==> config.mk <==
export PLATFORM = sky130hd
export DESIGN_NAME = data_mem_bridge_flat
export DESIGN_NICKNAME = d
export VERILOG_FILES = /design/src/rtl/data_mem_bridge_pkg.sv /design/src/rtl/data_mem_bridge_if.sv /design/src/rtl/data_mem_bridge_write_post_fifo.sv /design/src/rtl/data_mem_bridge.sv /design/src/flat_wrapper.sv
export SDC_FILE = /design/constraint.sdc
export NUM_CORES = 1
export LEC_CHECK = 0
export CAP_MARGIN = 20
export CORE_UTILIZATION = 35
export CTS_CLUSTER_DIAMETER = 80
export DETAILED_ROUTE_END_ITERATION = 12
export REMOVE_ABC_BUFFERS = 1
export SLEW_MARGIN = 20
export SYNTH_ARGS = -nofsm -noshare
export SYNTH_HDL_FRONTEND = slang
export SYNTH_SLANG_ARGS = --single-unit
==> constraint.sdc <==
create_clock -name clk -period 6.5 [get_ports clk]
set_clock_uncertainty 0.2 [all_clocks]
set_input_delay 0.65 -clock clk [delete_from_list [all_inputs] [get_ports clk]]
set_output_delay 0.65 -clock clk [all_outputs]
set_load 0.02 [all_outputs]
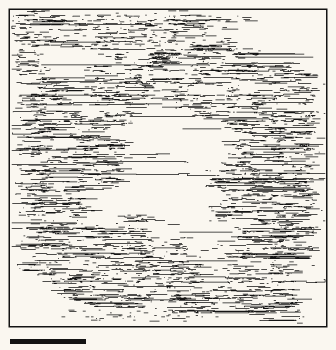
**Above:** the metal 1 layer.
Scale bar: 50 µm.
- share of all routed wire: 46%
- wire length on this layer: 15,200 µm
- main direction: horizontal
Via Count: 8,452
global routing usage on met1: 21.3%
final wirelength: 33,000 µm

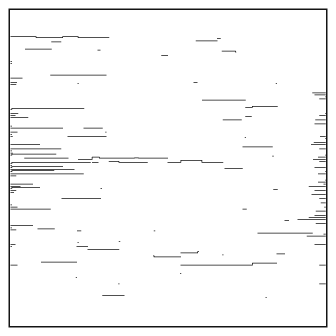
**Above:** signal wires on met3.
- main direction: horizontal
- nets with wire on the layer: 91
- longest straight run: 51.5 µm
- share of all routed wire: 4.4%
global-route track usage on met3: 3.38%

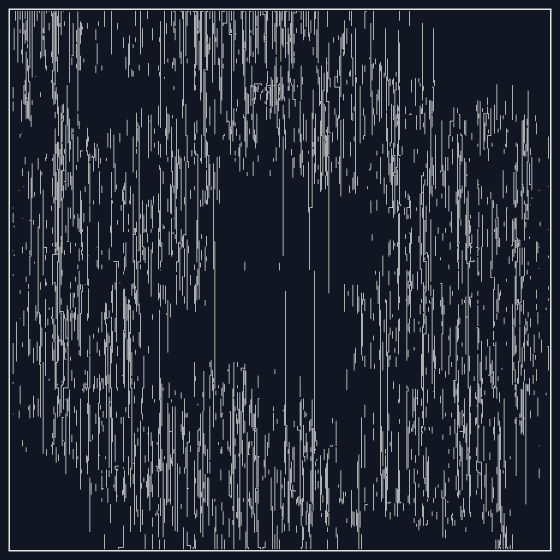
**Above:** met2 routing.
- nets with wire on the layer: 1,149
- longest straight run: 70.0 µm
- wire length on this layer: 15,600 µm
met2 layer usage reported by global route: 25.8%

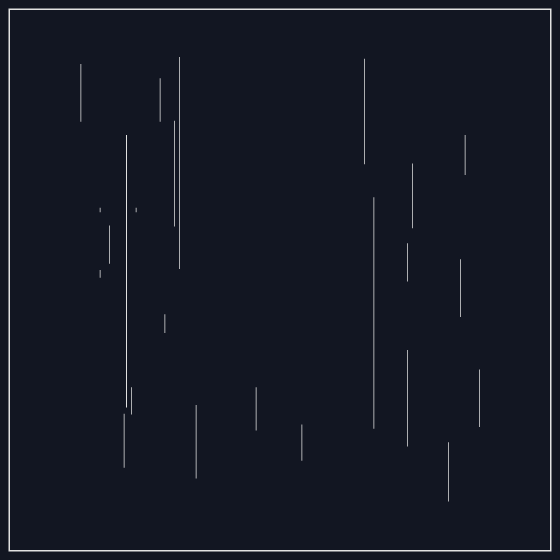
**Above:** M4 wires.
- main direction: vertical
- longest straight run: 104 µm
- nets with wire on the layer: 8

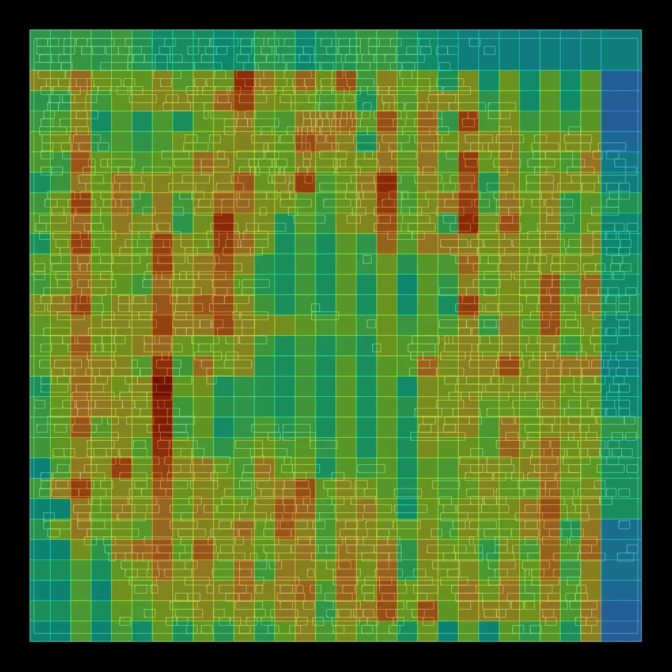
**Above:** congestion heat map.
global routing usage summed across all routing layers: 15.9%
GRT Max-Usage Layer: met2
share of the core filled with cells: 45.0%

==> impl_metrics.yaml <==
# physical design summary
sta:
  max_clock_freq_ghz: 0.235
  final_min_period_over_clock_period_pct: 65.4
  tightest_slew_ns: 1.12
grt:
  grt_first_pass_wirelength_um: 52700
layout:
  non_clock_buffer_area_share_pct: 11.9
  post-route-cell-area_mm2: 0.0185
  filler_cell_count: 3720
  final-clk-cell-share_pct: 7.11
  sh_comb_area_pct: 32.5
  area.growth.synth_to_final_pct: 25.9
  n_all_inverters: 9
  largestClassByArea: "flip-flops and latches"
  lay_top_cells: "dfrtp_1 (328), mux2_2 (319), clkdlybuf4s50_1 (202), mux4_2 (64), clkbuf_16 (41)"
  seq_area_share_pct: 44.7
  signal_buffers: 219
  design.final.nets: 1214
synthesis:
  synth-async-reset-ratio_pct: 100
  synth.top_cells.by_count: "dfrtp_1 (330), mux2_2 (319), mux4_2 (64), a22o_1 (32), and3_1 (32)"
  compound_area_share_pct: 2.26
  synth-seq-area-share_pct: 56.2
  synthAdderAreaFrac_pct: 0.767
  ys_types: 34
  yosys_most_used_dff: "dfrtp_1"
placement:
  place_congestion: 0.707
  placement.setup.worst_slack_ns: 2.64
  detailed_place.area_mm2: 0.0171
  dp.final_hpwl_um: 19500
power:
  power.net_switching_w: 0.00319
  comb_power_share_pct: 40.8
hold_path:
  worst_hold_path_type: "flip-flop to flip-flop"
setup_path:
  worstSetupPathType: "flip-flop to output pin"
  worst-endpoint-required_ns: 5.65
  crit_cells: 4
  cp-end-kind: "output pin"
clock_tree:
  number_of_hold_buffers_added_after_cts: 1
  post-cts-setup-buffer-count: 0
routing:
  routed-wl-met3_um: 1440
  wl_per_cell_um: 19.8
  antenna_left: 0
flow_run:
  log.warning_count: 33
run_status:
  result_of_the_run: "completed"
floorplanning:
  starting_density_of_the_core_pct: 35.7
Power is estimated from default activity; no workload was simulated.
